Figure 1. Nets reached from selected ports (run 1).
(4 px per µm)
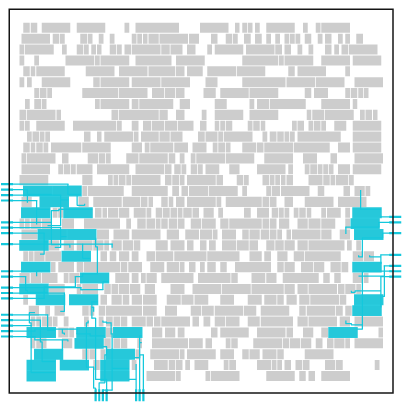
Figure 2. Cell outlines without signal wires (run 1).
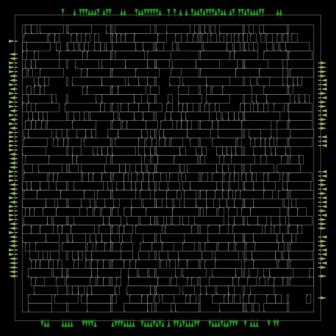
Figure 3. Routed metal per tile (run 1).
(4 px per µm) 19 x 19 tiles, from dark blue (low) to red (high), scaled to the fullest tile. Values are wire area over tile area, all layers added.
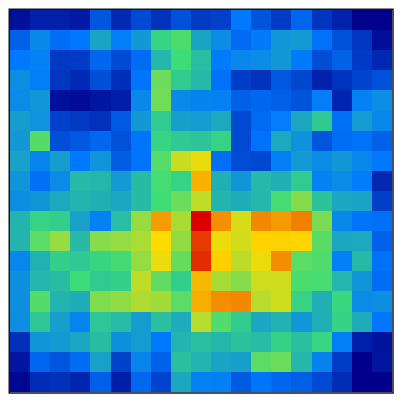
Figure 4. Register map, names as in the netlist (run 1).
(6 px per µm) Other sequential cells in the stronger grey, the rest of the logic in the fainter grey.
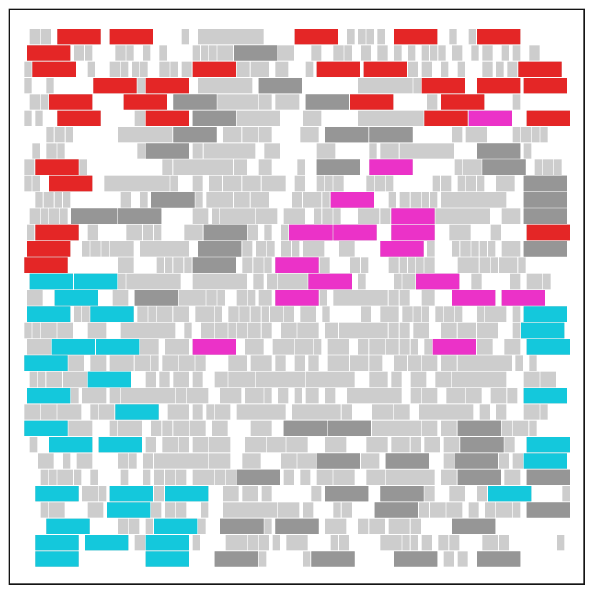
**src/rtl/mem_pkg.sv**
```systemverilog
// Shared definitions for the memory size controller: access-size encodings,
// controller FSM states and lane widths.
package mem_pkg;

  localparam int unsigned BYTE_W = 8;
  localparam int unsigned HALF_W = 16;

  typedef enum logic [1:0] {
    SZ_BYTE = 2'b00,
    SZ_HALF = 2'b01,
    SZ_WORD = 2'b10,
    SZ_RSVD = 2'b11
  } memSize_e;

  typedef enum logic [2:0] {
    IDLE,
    RD,
    RDW,
    WR,
    RESP
  } memState_e;

  // The reserved size code behaves as a full word access.
  function automatic memSize_e normSize(input logic [1:0] sz);
    return (sz == 2'b11) ? SZ_WORD : memSize_e'(sz);
  endfunction

endpackage

```
**src/rtl/mem_lane_ext.sv**
```systemverilog
// Lane extract and sign/zero extension of a memory word for loads.
// Ports:
//   word       - full memory word
//   laneSel    - byte lane of the access (already aligned to the size)
//   size       - access size (byte / half / word)
//   isUnsigned - 1 = zero-extend, 0 = sign-extend
//   extData_c  - right-justified, extended result (combinational)
module mem_lane_ext
  import mem_pkg::*;
#(
  parameter  int unsigned DATA_W = 32,
  localparam int unsigned LANE_W = $clog2(DATA_W / 8)
) (
  input  logic [DATA_W-1:0] word,
  input  logic [LANE_W-1:0] laneSel,
  input  memSize_e          size,
  input  logic              isUnsigned,
  output logic [DATA_W-1:0] extData_c
);

  logic [DATA_W-1:0] shifted;
  logic              fillBit;

  // Right-justify the addressed lane, then extend from the field's top bit.
  always_comb begin
    shifted   = word >> {laneSel, 3'b000};
    fillBit   = 1'b0;
    extData_c = shifted;
    case (size)
      SZ_BYTE: begin
        fillBit   = ~isUnsigned & shifted[BYTE_W-1];
        extData_c = {{(DATA_W - BYTE_W){fillBit}}, shifted[BYTE_W-1:0]};
      end
      SZ_HALF: begin
        fillBit   = ~isUnsigned & shifted[HALF_W-1];
        extData_c = {{(DATA_W - HALF_W){fillBit}}, shifted[HALF_W-1:0]};
      end
      default: extData_c = shifted;
    endcase
  end

endmodule

```
**src/rtl/mem_size_ctrl.sv**
```systemverilog
// Memory size controller: turns byte/half/word load and store requests into
// full-word memory reads and writes (read-modify-write for sub-word stores).
// Optional feature: define MEM_SIZE_MISALIGN_TRAP_EN to report misaligned
// accesses through rsp_err without touching memory; otherwise misaligned
// addresses are truncated to the natural alignment of the access size.
// Ports:
//   clk, reset                      - clock, synchronous active-high reset
//   req_valid/req_ready             - request handshake (ready only when idle)
//   req_we/req_size/req_unsigned    - store flag, size code, zero-extend flag
//   req_addr/req_wdata              - byte address, store data
//   mem_addr/mem_wr/mem_wdata       - word-aligned memory port (write side)
//   mem_rdata                       - read data, one cycle after mem_addr
//   rsp_valid/rsp_rdata/rsp_err     - completion pulse, load result, error
module mem_size_ctrl
  import mem_pkg::*;
#(
  parameter int unsigned DATA_W = 32,
  parameter int unsigned ADDR_W = 32
) (
  input  logic              clk,
  input  logic              reset,
  input  logic              req_valid,
  output logic              req_ready,
  input  logic              req_we,
  input  logic [1:0]        req_size,
  input  logic              req_unsigned,
  input  logic [ADDR_W-1:0] req_addr,
  input  logic [DATA_W-1:0] req_wdata,
  output logic [ADDR_W-1:0] mem_addr,
  output logic              mem_wr,
  output logic [DATA_W-1:0] mem_wdata,
  input  logic [DATA_W-1:0] mem_rdata,
  output logic              rsp_valid,
  output logic [DATA_W-1:0] rsp_rdata,
  output logic              rsp_err
);

  localparam int unsigned LANE_W = $clog2(DATA_W / 8);

  memState_e         state, stateNext;
  logic              capWe, capWeNext;
  logic              capUns, capUnsNext;
  memSize_e          capSize, capSizeNext, reqSize;
  logic [LANE_W-1:0] capLane, capLaneNext, reqLane;
  logic [HALF_W-1:0] capWdata, capWdataNext;
  logic [ADDR_W-1:0] wordAddr, memAddrNext;
  logic [DATA_W-1:0] memWdataNext, rspRdataNext;
  logic [DATA_W-1:0] laneMask, laneData, mergeWord, loadExt;
  logic [LANE_W+2:0] shamt;
  logic              reqReadyNext, memWrNext, rspValidNext, rspErrNext;
`ifdef MEM_SIZE_MISALIGN_TRAP_EN
  logic              misaligned;
`endif

  mem_lane_ext #(.DATA_W(DATA_W)) u_laneExt (
    .word      (mem_rdata),
    .laneSel   (capLane),
    .size      (capSize),
    .isUnsigned(capUns),
    .extData_c (loadExt)
  );

  // Next-state, capture and output decode.
  always_comb begin
    stateNext    = state;
    capWeNext    = capWe;
    capUnsNext   = capUns;
    capSizeNext  = capSize;
    capLaneNext  = capLane;
    capWdataNext = capWdata;
    memAddrNext  = mem_addr;
    memWdataNext = mem_wdata;
    rspRdataNext = rsp_rdata;
    rspErrNext   = 1'b0;

    // Request decode: size normalisation and lane truncation to alignment.
    reqSize  = normSize(req_size);
    reqLane  = req_addr[LANE_W-1:0];
    case (reqSize)
      SZ_HALF: reqLane[0] = 1'b0;
      SZ_WORD: reqLane    = '0;
      default: ;
    endcase
    wordAddr = {req_addr[ADDR_W-1:LANE_W], LANE_W'(0)};
`ifdef MEM_SIZE_MISALIGN_TRAP_EN
    misaligned = ((reqSize == SZ_HALF) && req_addr[0]) ||
                 ((reqSize == SZ_WORD) && (req_addr[LANE_W-1:0] != '0));
`endif

    // Sub-word store merge: replace only the addressed lane(s) of the read word.
    shamt = {capLane, 3'b000};
    if (capSize == SZ_BYTE) begin
      laneMask = DATA_W'({BYTE_W{1'b1}}) << shamt;
      laneData = DATA_W'(capWdata[BYTE_W-1:0]) << shamt;
    end else begin
      laneMask = DATA_W'({HALF_W{1'b1}}) << shamt;
      laneData = DATA_W'(capWdata) << shamt;
    end
    mergeWord = (mem_rdata & ~laneMask) | laneData;

    case (state)
      IDLE: begin
        if (req_valid && req_ready) begin
          capWeNext    = req_we;
          capUnsNext   = req_unsigned;
          capSizeNext  = reqSize;
          capLaneNext  = reqLane;
          capWdataNext = req_wdata[HALF_W-1:0];
          rspRdataNext = '0;
          memAddrNext  = wordAddr;
          if (req_we && (reqSize == SZ_WORD)) begin
            stateNext    = WR;
            memWdataNext = req_wdata;
          end else begin
            stateNext = RD;
          end
`ifdef MEM_SIZE_MISALIGN_TRAP_EN
          // Trapped accesses skip memory entirely.
          if (misaligned) begin
            stateNext    = RESP;
            rspErrNext   = 1'b1;
            memAddrNext  = mem_addr;
            memWdataNext = mem_wdata;
          end
`endif
        end
      end
      RD:   stateNext = RDW;
      RDW: begin
        if (capWe) begin
          stateNext    = WR;
          memWdataNext = mergeWord;
        end else begin
          stateNext    = RESP;
          rspRdataNext = loadExt;
        end
      end
      WR:      stateNext = RESP;
      RESP:    stateNext = IDLE;
      default: stateNext = IDLE;
    endcase

    // Outputs are registered against the state being entered.
    reqReadyNext = (stateNext == IDLE);
    memWrNext    = (stateNext == WR);
    rspValidNext = (stateNext == RESP);
  end

  // State and output registers.
  always_ff @(posedge clk) begin
    if (reset) begin
      state     <= IDLE;
      capWe     <= 1'b0;
      capUns    <= 1'b0;
      capSize   <= SZ_WORD;
      capLane   <= '0;
      capWdata  <= '0;
      req_ready <= 1'b1;
      mem_addr  <= '0;
      mem_wr    <= 1'b0;
      mem_wdata <= '0;
      rsp_valid <= 1'b0;
      rsp_rdata <= '0;
      rsp_err   <= 1'b0;
    end else begin
      state     <= stateNext;
      capWe     <= capWeNext;
      capUns    <= capUnsNext;
      capSize   <= capSizeNext;
      capLane   <= capLaneNext;
      capWdata  <= capWdataNext;
      req_ready <= reqReadyNext;
      mem_addr  <= memAddrNext;
      mem_wr    <= memWrNext;
      mem_wdata <= memWdataNext;
      rsp_valid <= rspValidNext;
      rsp_rdata <= rspRdataNext;
      rsp_err   <= rspErrNext;
    end
  end

endmodule

```
**config.mk**
```make
export PLATFORM = sky130hd
export DESIGN_NAME = mem_size_ctrl
export DESIGN_NICKNAME = d
export VERILOG_FILES = /design/src/rtl/mem_pkg.sv /design/src/rtl/mem_lane_ext.sv /design/src/rtl/mem_size_ctrl.sv
export SDC_FILE = /design/constraint.sdc
export NUM_CORES = 1
export LEC_CHECK = 0
export CORE_MARGIN = 2
export CORE_UTILIZATION = 68
export CTS_CLUSTER_DIAMETER = 50
export DETAILED_ROUTE_END_ITERATION = 16
export DONT_BUFFER_PORTS = 1
export PLACE_DENSITY = 0.84
export SETUP_SLACK_MARGIN = 0.4
export SLEW_MARGIN = 40
export SYNTH_ARGS = -nofsm -noshare
export SYNTH_HDL_FRONTEND = slang
export SYNTH_SLANG_ARGS = --single-unit
```
**constraint.sdc**
```tcl
create_clock -name clk -period 3.8 [get_ports clk]
set_clock_uncertainty 0.15 [all_clocks]
set_input_delay 0.57 -clock clk [delete_from_list [all_inputs] [get_ports clk]]
set_output_delay 0.57 -clock clk [all_outputs]
set_load 0.03 [all_outputs]
```
==> ci_impl_report.md, run 1 <==
### Metrics collected by this job

| Metric | Value |
|---|---|
| Synthesized cell area | `approximately 5700 µm²` |
| Final number of setup-violating endpoints | `0` |
| Post-synth top cells | `144 x nand2_1, 122 x dfxtp_1, 66 x a21oi_1` |
| Flop2flop setup slack | `around 1.4 ns` |
| Final instance area | `a little over 6000 µm²` |
| Total internal power | `2.56 mW` |
| Initial antenna violation count | `1` |
| DR iter-0 viols | `roughly 750` |
| RSZ-0062 raised after global routing | `no` |
| Synth area leader | `dfxtp_1` |
| Largest net degree at the start of global routing | `64` |
| Synth flops | `122` |
| First-pass GRT wire length | `between 20000 and 25000 µm` |
| Ys flop type | `dfxtp_1` |
| Vias in the first global route | `about 4800` |
| Wire per inst | `around 22 µm` |
| DP Cell Count | `between 700 and 800` |
| Final worst path period share | `approximately 63%` |
| LEAKAGE | `2.30 nW` |
| RePlAce Congestion | `1.09` |
| Final hold violation count | `0` |
| Max clock buf depth | `2` |
| Slew Limit Fails | `0` |
| Routed Antenna Nets | `0` |
| Worst reg2reg path depth | `5` |
| Worst EP required | `4.06 ns` |
| Placed Area | `about 5600 µm²` |
| Init Core Util | `69.7%` |
| Number of enable flip-flop cells | `0` |
| Area figure in the yosys stat output | `between 5000 and 6000 µm²` |
| Worst hold slack | `about 0.018 ns` |
| Layout area overhead | `9.44%` |
| Slew @ Worst Pin | `approximately 0.85 ns` |
| Resize count post-CTS | `0` |
| Max Cap Violations | `0` |
| Core Area | `around 8200 µm²` |
| Worst R2R End | `mem_wdata[23]$_SDFFE_PP0P_` |
| Power Dens Cells | `between 500 and 600 nW/µm²` |
| DRC | `0` |
| Rows | `33` |
| Worst EP arrival | `about 2.7 ns` |
| WHS Path Cells | `2` |
| Top pwr grp | `clock` |
| Comb power frac | `roughly a tenth` |
| Crit Path Category | `reg2reg` |
| First-pass DRT Iterations | `5` |
| CP Max Fanout | `approximately 40` |
| CTS sink count | `roughly 120` |
| Min Clock Period, post-route | `about 2.4 ns` |
| FMAX | `around 420 MHz` |
| Die Size | `between 9000 and 10000 µm²` |
| Ys Warns | `0` |
| Die Wd | `95.6 µm` |
| CTS buffer count | `17` |
| CP endpoint | `mem_wdata[23]$_SDFFE_PP0P_` |
| Final non-filler cell total | `~750` |
| Switching portion of total power | `around 29%` |
| DR vias/cell | `around 6.9` |
| Largest cells by area | `dfxtp_1 43%, nand2_1 9.5%, a21oi_1 5.8%, o21ai_0 4.7%, a22oi_1 3.2%` |
| Switching power | `roughly 1.0 mW` |
| Peak supply drop | `roughly 0.44 mV` |
| Most frequent cell after synthesis | `nand2_1` |
| H-tree depth | `4` |
| CTS tree | `built` |
| Post-synth ARST share | `0%` |
| Seq pwr share | `approximately 43%` |
| Combinational-cell power consumption | `roughly 0.38 mW` |
| GR Overflow Total | `0` |
| Detail Placement HPWL | `about 11000 µm` |
| Post-synth seq share | `around 43%` |
| CTS clk-pin slew, worst paths | `approximately 0.06 ns` |
| Cell count after synthesis | `roughly 670` |
| Crit path launch type | `register` |
| CTS root buf | `clkbuf_8` |
| OpenROAD warning count | `26` |
| Top cell area share | `~43%` |
| Nets | `approximately 740` |
| Mean Syn Cell Area | `8.55 µm²` |
| Routed WL | `~17000 µm` |
| Clk pwr | `between 1.5 and 2 mW` |
| Die height | `between 90 and 100 µm` |
| Worst Hold Class | `in2reg` |
| Count of different cell masters after synthesis | `56` |
| CP endpoint kind | `register` |
| Min-delay src | `mem_rdata[31]` |
| Latest clock arrival within the worst-skew pair | `about 0.52 ns` |
| Setup TNS | `0 ns` |
| Status | `complete, no violations` |
| Setup WS pre-CTS | `1.52 ns` |
| Slew HR | `around 43%` |
| Post-route worst setup slack | `between 1 and 1.5 ns` |
| Min-Delay Endpoint | `rsp_rdata[31]$_SDFFE_PP0P_` |
| Layout cells sized above 1 | `10.8%` |
| Critical Path Start | `capLane[1]$_SDFFE_PP0P_` |
| Reg2reg start | `capLane[1]$_SDFFE_PP0P_` |
| # Cells Yosys | `roughly 670` |
| PnR Total Power | `between 3 and 4 mW` |
| Clk pwr share | `46.4%` |
Back to the opening pictures, Figure 1:
Cyan marks rsp_rdata, bits 32, direction output, edge 18 left, 7 right, 7 bottom, end cells 32, wire 629 µm.
# port buffers: 0
Ports: 203

Back to the opening pictures, Figure 2:
Seq/total area: 39.2%
post-layout util: 76.3%
Fill cells: 560
# Taps: 105

Back to the opening pictures, Figure 3:
The densest ninth of the die: centre. The fullest tile reaches 0.92. The mean over all tiles is 0.32. 21% of the tiles are over half the peak.
total number of vias: 5206
Overall Global Routing Usage: 36.0%

Back to the opening pictures, Figure 4:
Magenta marks capWdata, placed flops 16. Red marks mem_addr, placed flops 30. Cyan marks rsp_rdata, placed flops 32.
Another 44 sequential cells are not coloured.
sequential power: 1.55 mW
register area: 2440 µm²

## run 1: logic make-up after synthesis
family,share of synthesized area (%)
AND-OR/OR-AND,25.2
buffers and inverters,5.66
flip-flops,42.8
multiplexers,7.72
other,0.0658
AND/OR/NAND/NOR,18.5
## run 1: state kept, by name (all words and copies together) (netlist names)
| signal | cells |
|---|---|
| capLane | 2 |
| capSize | 2 |
| capUns | 1 |
| capWdata | 16 |
| capWe | 1 |
| mem_addr | 30 |
| mem_wdata | 32 |
| mem_wr | 1 |
| req_ready | 1 |
| rsp_rdata | 32 |
| rsp_valid | 1 |
| state | 3 |
## run 1: cell usage in the layout, fill, tap and decap left out, types with 8 or more instances in the layout
cell type,count
nor3_1,10
clkbuf_16,16
nor2_1,19
a32o_1,9
dfxtp_1,121
a211oi_1,8
o21ai_0,53
mux2i_1,17
o31ai_1,13
mux4_2,8
a21oi_1,66
a22oi_1,24
nand3b_1,9
mux2_2,8
nand2_1,143
nand3_1,15
a22o_1,8
## run 1: repair_timing
item | 4_1_cts | 5_1_grt
buffers inserted | 0 | 0
hold buffers | 1 | 0
endpoints found under the hold margin | 63 | 0
## run 1: critical path: stages (launching register included)
cell and delay, ns:
dfxtp_1 0.31, buf_4 0.35, nor2b_1 0.63, a21oi_1 0.30
a211o_1 0.36, a32o_1 0.20
## run 1: layer usage
metal	vias up	track usage, %	share of wire, %
li1	2351	-	-
met3	71	15.0	14
met1	2398	43.1	36
met5	-	0	0
met4	0	18.7	4.5
met2	386	55.3	46
## run 1: area by class of cell
type	instances	area (µm²)	area share, %
well taps	105	131	2.11
inverters	3	11.3	0.180
multi-input cells	482	2950	47.3
clock inverters	14	196	3.15
diodes	2	5.00	0.0802
flip-flops and latches	122	2440	39.2
repair buffers	8	80.1	1.28
clock buffers	18	418	6.70
Figure 5. Signal wires by layer (run 1).
(4 px per µm) Only two layers are drawn.
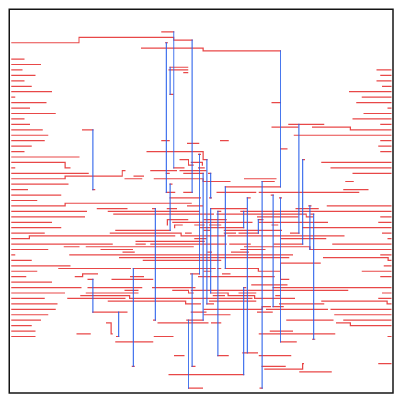

==> run 2: changes to the inputs <==
--- a/config.mk
+++ b/config.mk
@@ -6,11 +6,11 @@
 export NUM_CORES = 1
 export LEC_CHECK = 0
 export CORE_MARGIN = 2
-export CORE_UTILIZATION = 68
+export CORE_UTILIZATION = 63
 export CTS_CLUSTER_DIAMETER = 50
 export DETAILED_ROUTE_END_ITERATION = 16
 export DONT_BUFFER_PORTS = 1
-export PLACE_DENSITY = 0.84
+export PLACE_DENSITY = 0.79
 export SETUP_SLACK_MARGIN = 0.4
 export SLEW_MARGIN = 40
 export SYNTH_ARGS = -nofsm -noshare
==> constraint.sdc (replaced) <==
create_clock -name clk -period 2.33 [get_ports clk]
set_clock_uncertainty 0.15 [all_clocks]
set_input_delay 0.3495 -clock clk [delete_from_list [all_inputs] [get_ports clk]]
set_output_delay 0.3495 -clock clk [all_outputs]
set_load 0.03 [all_outputs]
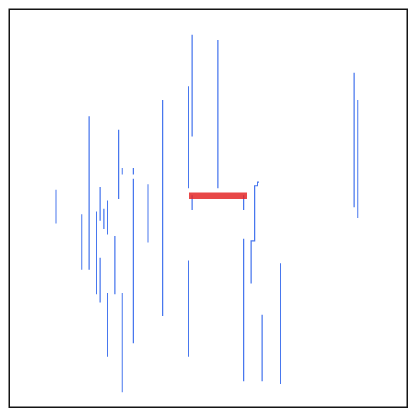
Figure 6: run 2, signal wires by layer.
(4 px per µm) Only two layers are drawn.
Blue marks M4, wire length 584 µm. Red marks M5, wire length 12.9 µm.
Routed WL: 19700 µm
wire per inst: 23.2 µm
total number of vias: 5748
Overall Global Routing Usage: 38.6%

==> ci_impl_report.md, run 2 <==
### Metrics collected by this job

| Metric | Value |
|---|---|
| ANT cells | `0` |
| Slew HR | `between 50% and 60%` |
| Slew Limit Fails | `0` |
| Ys flop type | `dfxtp_1` |
| WP buf/inv | `2` |
| Post-synth seq share | `42.8%` |
| Worst EP required | `roughly 2.6 ns` |
| OpenROAD warning count | `27` |
| Rows | `34` |
| Worst Hold Class | `in2reg` |
| Die Wd | `between 90 and 100 µm` |
| Met3 WL | `about 2500 µm` |
| Power Dens Cells | `between 800 and 900 nW/µm²` |
| CTS tree | `built` |
| First-pass GRT wire length | `29800 µm` |
| DR top layer | `met5` |
| Nets | `835` |
| Cell count after synthesis | `about 670` |
| First-pass DRT Iterations | `6` |
| Met2 Usage GRT | `between 60% and 70%` |
| Min Clock Period, post-route | `around 1.9 ns` |
| Init Core Util | `65.1%` |
| Crit path launch type | `register` |
| Slew @ Worst Pin | `0.686 ns` |
| CTS root buf | `clkbuf_8` |
| Vias in the first global route | `about 5600` |
| Layout area overhead | `27.8%` |
| Met1 global-route usage | `about 48%` |
| Biggest registers after layout | `mem_wdata (32), rsp_rdata (32), mem_addr (30)` |
| CP endpoint kind | `register` |
| Ys Warns | `0` |
| Final hold violation count | `0` |
| DP Cell Count | `approximately 730` |
| Worst EP arrival | `between 2 and 2.5 ns` |
| Final instance area | `7290 µm²` |
| Max Cap Violations | `0` |
| Most frequent logic cells in the routed design | `143 x nand2_1, 116 x dfxtp_1, 82 x dlygate4sd3_1` |
| Post-synth top cells | `144 x nand2_1, 122 x dfxtp_1, 66 x a21oi_1` |
| Max clock buf depth | `2` |
| Layout cells sized above 1 | `between 10 and 15%` |
| RSZ-0062 raised after global routing | `yes` |
| Peak supply drop | `about 0.62 mV` |
| Top cell area share | `a little over two fifths` |
| Critical path cell sequence | `and3b_1 -> a32oi_4 -> buf_4 -> clkbuf_16 -> o31ai_1` |
| Largest cells by area | `dfxtp_1 43%, nand2_1 9.5%, a21oi_1 5.8%, o21ai_0 4.7%, a22oi_1 3.2%` |
| FMAX | `just over 500 MHz` |
| DR iter-0 viols | `just over 600` |
| CP Max Fanout | `21` |
| Number of enable flip-flop cells | `0` |
| Area figure in the yosys stat output | `about 5700 µm²` |
| CTS buffer count | `17` |
| Largest net degree at the start of global routing | `around 74` |
| Final number of setup-violating endpoints | `0` |
| DRC | `0` |
| Post-synth ARST share | `0%` |
| LEAKAGE | `2.76 nW` |
| Largest delay share family, worst path | `AND-OR/OR-AND gates` |
| Routed Antenna Nets | `0` |
| PnR Total Power | `approximately 6.1 mW` |
| Placed Area | `about 5700 µm²` |
| Most frequent cell after synthesis | `nand2_1` |
| Detail Placement HPWL | `between 10000 and 15000 µm` |
| CP max stage delay | `about 0.44 ns` |
| # port buffers | `0` |
| Synth flops | `around 120` |
| Final worst path period share | `a little over four fifths` |
| Ports | `203` |
| GR Overflow Total | `0` |
| CTS clk-pin slew, worst paths | `0.06 ns` |
| Synth area leader | `dfxtp_1` |
| Slowest CP cell | `and3b_1` |
| Post-layout util | `83.2%` |
| DR vias/cell | `6.75` |
| Die Size | `9830 µm²` |
| Setup TNS | `0 ns` |
| Mean Syn Cell Area | `between 8 and 9 µm²` |
| Synthesized cell area | `5700 µm²` |
| Commonest Layout Cell | `nand2_1` |
| Fill cells | `just over 500` |
| Initial antenna violation count | `1` |
| Met3 Resource Use GR | `between 10% and 20%` |
| Count of different cell masters after synthesis | `56` |
| Post-route worst setup slack | `around 0.38 ns` |
| # Cells Yosys | `approximately 670` |
| Status | `complete, no violations` |
| Latest clock arrival within the worst-skew pair | `0.51 ns` |
| H-tree depth | `4` |
| GRT Max-Usage Layer | `met2` |
| CTS sink count | `approximately 120` |
| Setup WS pre-CTS | `about 0.31 ns` |
| RePlAce Congestion | `~0.92` |
| Crit Path Category | `reg2reg` |
| Wire length on met2 | `approximately 9500 µm` |
| Met1 WL | `roughly 7100 µm` |
| Final non-filler cell total | `between 800 and 900` |
| Worst hold slack | `between 0.003 and 0.004 ns` |
| Die height | `99.1 µm` |
| Core Area | `between 8000 and 9000 µm²` |
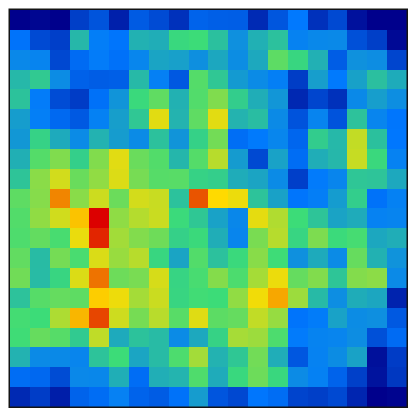
Figure 7: run 2, routed metal per tile.
(4 px per µm) 20 x 20 tiles, from dark blue (low) to red (high), scaled to the fullest tile. Values are wire area over tile area, all layers added.

==> run 2: worst paths after layout <==
path | from | to | slack (ns) | cells past startpoint
worst max-delay path | state[1]$_SDFF_PP0_ | mem_wdata[11]$_SDFFE_PP0P_ | 0.38 | 5
worst min-delay path | mem_rdata[9] | mem_wdata[9]$_SDFFE_PP0P_ | 0.004 | 2
worst min register to register | capWdata[14]$_SDFFE_PP0P_ | capWdata[14]$_SDFFE_PP0P_ | 0.33 | 2
worst max register to register | state[1]$_SDFF_PP0_ | mem_wdata[11]$_SDFFE_PP0P_ | 0.38 | 5
==> run 2: repair_timing <==
item / CTS / global route
buffers inserted: 0 / 3
endpoints found under the setup margin: 50 / 74
hold buffers: 82 / 1
cloned: 0 / 1
resized: 8 / 9
endpoints found under the hold margin: 114 / 1
pin swaps: 0 / 3
==> run 2: where the power goes <==
part           total (mW)  switching, mW  internal [mW]
Combinational       0.838          0.484          0.354
Sequential           2.53          0.308           2.22
Clock                2.75           1.01           1.74
==> run 2: cells by family (layout without fill, tap and decap cells) <==
kind of cell,count (synthesis),after routing,synth area share (%)
compound gates,218,218,25.2
buf+inv,65,140,5.66
flops,122,122,42.8
mux,33,33,7.72
other cells,1,3,0.0658
simple gates,228,228,18.5
==> run 2: worst register-to-register path, cell delays in order (launching register included) <==
cell and delay, ns:
dfxtp_2 0.36, and3b_1 0.44, a32oi_4 0.19, buf_4 0.20, clkbuf_16 0.18, o31ai_1 0.32
==> run 2: layout make-up <==
type | instances | area, µm² | share of cell area [%]
Sequential cell | 122 | 2450 | 33.6
Clock buffer | 17 | 414 | 5.68
Multi-Input combinational cell | 482 | 2980 | 40.9
Tap cell | 108 | 135 | 1.85
Clock inverter | 14 | 198 | 2.71
Timing Repair Buffer | 106 | 1100 | 15.0
Inverter | 3 | 11.3 | 0.155
==> run 3: changes to the inputs <==
==> constraint.sdc (replaced) <==
create_clock -name clk -period 1.8 [get_ports clk]
set_clock_uncertainty 0.15 [all_clocks]
set_input_delay 0.27 -clock clk [delete_from_list [all_inputs] [get_ports clk]]
set_output_delay 0.27 -clock clk [all_outputs]
set_load 0.03 [all_outputs]
==> ci_impl_report.md, run 3 <==
### Metrics collected by this job

| Metric | Value |
|---|---|
| Ys flop type | `dfxtp_1` |
| Ports | `around 200` |
| Mux area share | `7.72%` |
| Max clock buf depth | `2` |
| Main logic family after synthesis | `AND-OR/OR-AND gates` |
| Number of enable flip-flop cells | `0` |
| Placed Area | `slightly above 6000 µm²` |
| Rows | `34` |
| CTS sink count | `between 100 and 150` |
| Die Wd | `around 99 µm` |
| Cell count after synthesis | `around 670` |
| Area figure in the yosys stat output | `about 5700 µm²` |
| Post-synthesis xor/xnor area fraction | `0%` |
| Synth area leader | `dfxtp_1` |
| Most frequent cell after synthesis | `nand2_1` |
| Stop err | `[ERROR DPL-0038] Utilization greater than 100%, impossible to legalize` |
| Status | `did not finish` |
| Count of different cell masters after synthesis | `around 56` |
| Failed at | `5_1_grt` |
| Largest cells by area | `dfxtp_1 43%, nand2_1 9.5%, a21oi_1 5.8%, o21ai_0 4.7%, a22oi_1 3.2%` |
| Post-synth seq share | `a little over two fifths` |
| Synth flops | `roughly 120` |
| # Cells Yosys | `667` |
| RePlAce Congestion | `0.910` |
| # port buffers | `0` |
| Fa+ha+maj area frac | `0%` |
| Yosys simple share | `between 10% and 20%` |
| CTS root buf | `clkbuf_8` |
| Detail Placement HPWL | `about 13000 µm` |
| CTS buffer count | `17` |
| Synthesized cell area | `around 5700 µm²` |
| Largest net degree at the start of global routing | `78` |
| Ys Warns | `0` |
| Post-synth top cells | `144 x nand2_1, 122 x dfxtp_1, 66 x a21oi_1` |
| H-tree depth | `4` |
| Mean Syn Cell Area | `8.55 µm²` |
| WEP type | `register data pin` |
| Init Core Util | `between 60 and 70%` |
| Post-synth ARST share | `0%` |
| Ao+oa area frac | `25.2%` |
| Die height | `between 90 and 100 µm` |
| Top cell area share | `42.8%` |
| Worst_ep grt | `rsp_rdata[21]$_SDFFE_PP0P_/D` |
==> run 3: cell families after synthesis <==
group / Yosys count
other cells: 1
flops: 122
compound gates: 218
simple gates: 228
buf+inv: 65
mux: 33
==> run 3: through the flow <==
stage,hold slack (ns),TNS [ns],instances,util [%],worst slack (ns)
floorplan,0.244,0,669,-,0.0438
global placement,0.186,0,760,69.6,0.000719
detailed placement,0.187,-0.753,760,69.6,-0.0958
CTS,-0.346,0,881,91.5,0.0285
==> run 3: what timing repair did <==
item	in CTS
setup buffers	17
pin swaps	20
setup endpoints to repair	216
hold buffers	56
cloned	16
resized	66
hold endpoints to repair	122
==> run 4: changes to the inputs <==
--- a/config.mk
+++ b/config.mk
@@ -6,12 +6,10 @@
 export NUM_CORES = 1
 export LEC_CHECK = 0
 export CORE_MARGIN = 2
-export CORE_UTILIZATION = 63
-export CTS_CLUSTER_DIAMETER = 50
+export CORE_UTILIZATION = 40
 export DETAILED_ROUTE_END_ITERATION = 16
 export DONT_BUFFER_PORTS = 1
-export PLACE_DENSITY = 0.79
-export SETUP_SLACK_MARGIN = 0.4
+export PLACE_DENSITY_LB_ADDON = 0.15
 export SLEW_MARGIN = 40
 export SYNTH_ARGS = -nofsm -noshare
 export SYNTH_HDL_FRONTEND = slang
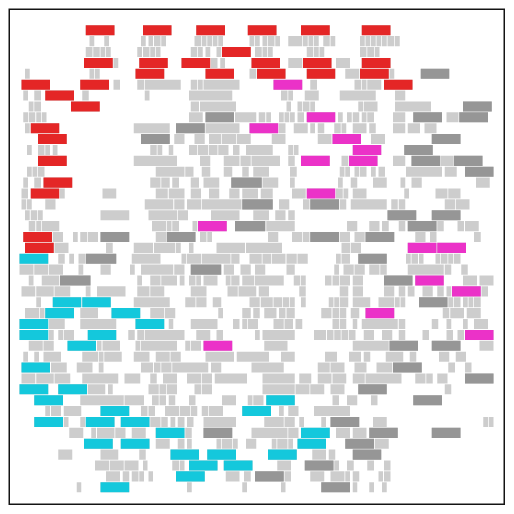
Figure 8: run 4, register map, names as in the netlist.
(4 px per µm) Other sequential cells in the stronger grey, the rest of the logic in the fainter grey.
Red marks mem_addr, placed flops 30. Magenta marks capWdata, placed flops 16. Cyan marks rsp_rdata, placed flops 32.
Seq/total area: 33.1%
register area: 2450 µm²
post-layout util: 53.4%
sequential power: 3.25 mW

==> ci_impl_report.md, run 4 <==
### Metrics collected by this job

| Metric | Value |
|---|---|
| Sequential cell count | `roughly 120` |
| Overall Global Routing Usage | `25.6%` |
| CTS sink count | `between 100 and 150` |
| Layout area overhead | `30.0%` |
| Slew Limit Fails | `0` |
| Die Size | `between 15000 and 20000 µm²` |
| CTS root buf | `clkbuf_16` |
| Fa+ha+maj area frac | `0%` |
| # port buffers | `0` |
| Biggest registers after layout | `mem_wdata (32), rsp_rdata (32), mem_addr (30)` |
| Mux area share | `under 10%` |
| Largest delay share family, worst path | `AND-OR/OR-AND gates` |
| Slowest CP cell | `dfxtp_2` |
| Ys Warns | `0` |
| Most frequent cell after synthesis | `nand2_1` |
| Status | `finished with violations` |
| CP endpoint kind | `register` |
| Critical path cell sequence | `buf_12 -> o21a_1 -> buf_4 -> and3_1 -> a211o_1 -> a32o_1` |
| Vias in the first global route | `4995` |
| # Taps | `between 150 and 200` |
| Worst reg2reg path depth | `6` |
| Main logic family after synthesis | `AND-OR/OR-AND gates` |
| GR Overflow Total | `0` |
| DP Cell Count | `approximately 830` |
| Reg2reg start | `capLane[0]$_SDFFE_PP0P_` |
| Final number of setup-violating endpoints | `0` |
| Final worst path period share | `approximately 99%` |
| Post-synth top cells | `144 x nand2_1, 122 x dfxtp_1, 66 x a21oi_1` |
| WP buf/inv | `2` |
| Init Core Util | `41.1%` |
| Worst EP required | `1.95 ns` |
| Final non-filler cell total | `914` |
| Fill cells | `~1300` |
| Largest net degree at the start of global routing | `78` |
| Mean Syn Cell Area | `between 8 and 9 µm²` |
| Commonest Layout Cell | `nand2_1` |
| First-pass DRT Iterations | `5` |
| DR vias/cell | `between 5 and 6` |
| CP Depth | `6` |
| CTS tree | `built` |
| Most frequent logic cells in the routed design | `143 x nand2_1, 116 x dfxtp_1, 64 x a21oi_1` |
| Layout cells sized above 1 | `a little under a fifth` |
| Max clock buf depth | `2` |
| Non-clk invs | `3` |
| Signal buffers share of area | `~14%` |
| Die Wd | `around 120 µm` |
| DRC | `0` |
| Top cell area share | `a little over two fifths` |
| H-tree depth | `4` |
| Initial antenna violation count | `1` |
| CP endpoint | `mem_wdata[23]$_SDFFE_PP0P_` |
| Cell count after synthesis | `about 670` |
| Worst R2R End | `mem_wdata[23]$_SDFFE_PP0P_` |
| Final clock-cell share | `around 8.1%` |
| Power Dens Cells | `approximately 1100 nW/µm²` |
| Wire per inst | `22.1 µm` |
| Synth area leader | `dfxtp_1` |
| LEAKAGE | `2.80 nW` |
| Post-synth ARST share | `0%` |
| Crit Path Category | `reg2reg` |
| Largest cells by area | `dfxtp_1 43%, nand2_1 9.5%, a21oi_1 5.8%, o21ai_0 4.7%, a22oi_1 3.2%` |
| Largest cell class | `logic gates` |
| Final hold violation count | `62` |
| Peak supply drop | `approximately 0.67 mV` |
| ANT cells | `1` |
| Min Clock Period, post-route | `1.79 ns` |
| Core Area | `between 10000 and 15000 µm²` |
| Max Cap Violations | `0` |
| Worst Hold Class | `in2reg` |
| CP max stage delay | `roughly 0.35 ns` |
| CP Max Fanout | `25` |
| First-pass GRT wire length | `28800 µm` |
| Count of different cell masters after synthesis | `56` |
| Synth flops | `~120` |
| Latest clock arrival within the worst-skew pair | `about 0.42 ns` |
| Rows | `around 43` |
| Worst hold slack | `-0.239 ns` |
| CLK BUF | `24` |
| Post-route worst setup slack | `roughly 0.014 ns` |
| CTS clk-pin slew, worst paths | `approximately 0.06 ns` |
| Fraction of area in multi-input gates | `41.4%` |
| Buffers, non-clock | `95` |
| RSZ-0062 raised after global routing | `yes` |
| Die height | `approximately 120 µm` |
| Yosys simple share | `a little under a fifth` |
| Ys flop type | `dfxtp_1` |
| FMAX | `roughly 560 MHz` |
| Total number of vias | `between 5000 and 6000` |
| Routed WL | `20200 µm` |
| Routed Antenna Nets | `0` |
| Cts hold-fix bufs | `approximately 40` |
| Critical Path Start | `capLane[0]$_SDFFE_PP0P_` |
| Setup WS pre-CTS | `-0.00154 ns` |
| Crit path launch type | `register` |
| Detail Placement HPWL | `about 14000 µm` |
| DR iter-0 viols | `roughly 420` |
| # Cells Yosys | `667` |
| Ao+oa area frac | `25.2%` |
| Violated checks | `negative hold slack` |
| Post-synthesis xor/xnor area fraction | `0%` |
| Post-synth seq share | `between 40% and 50%` |
| MI comb cells | `482` |
| Synthesized cell area | `between 5000 and 6000 µm²` |
| Number of enable flip-flop cells | `0` |
| PnR Total Power | `slightly below 8 mW` |
| Logic area | `3070 µm²` |
| Area figure in the yosys stat output | `5700 µm²` |
| RePlAce Congestion | `between 0.9 and 1` |
| CTS buffer count | `17` |
| Ports | `between 200 and 250` |
| Worst EP arrival | `~1.9 ns` |
| OpenROAD warning count | `29` |
| Flop2flop setup slack | `~0.014 ns` |
| Nets | `a little over 800` |
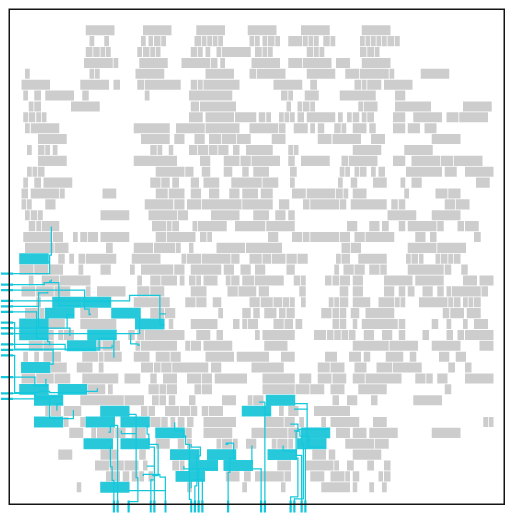
Figure 9: run 4, nets reached from selected ports.
(4 px per µm)
Cyan marks rsp_rdata, bits 32, direction output, edge 17 bottom, 15 left, end cells 32, wire 774 µm.

-- run 4: cell counts after synthesis --
No cell type changed its count.
-- run 4: what timing repair did --
item,in CTS,in global routing
hold endpoints to repair,112,66
setup endpoints to repair,10,78
buffers inserted,1,3
gates cloned,0,6
resized,1,39
pin swaps,1,15
-- run 4: metrics by stage --
stage / instance area [µm²] / setup TNS, ns / util, %
finish: 7410 / 0 / 53.4
global route: 7410 / -0.230 / 53.4
CTS: 7120 / 0 / 51.3
detailed placement: 6110 / -0.00154 / 44.1
global placement: 6110 / 0 / 44.1
floorplan: 5720 / 0 / -
-- run 4: report_power, final --
| part | leakage (nW) | total, mW | internal [mW] | switching [mW] |
|---|---|---|---|---|
| clock network | 0.286 | 3.47 | 2.27 | 1.19 |
| registers | 0.995 | 3.25 | 2.87 | 0.373 |
| logic | 1.51 | 1.15 | 0.514 | 0.638 |
-- run 4: layer usage --
metal	vias up	GRT usage, %	share of wire [%]
li1	2516	-	-
met4	0	7.88	1.9
met3	29	9.36	11
met5	-	0	0
met1	2598	33.9	42
met2	263	38.6	46
-- run 4: how the worst min path moves through the flow --
stage                     slack [ns]           from  depth (start not counted)                         end
after floorplan                 0.24  mem_rdata[31]                          2  rsp_rdata[31]$_SDFFE_PP0P_
final                          -0.24          reset                          1     capLane[0]$_SDFFE_PP0P_
after global placement          0.19          reset                          1     capLane[0]$_SDFFE_PP0P_
after detailed placement        0.19          reset                          1     capLane[0]$_SDFFE_PP0P_
after global routing           -0.25          reset                          1     capLane[0]$_SDFFE_PP0P_
after CTS                      -0.26          reset                          1     capLane[0]$_SDFFE_PP0P_
No activity file was given, so power comes from the tool's default toggle rates.
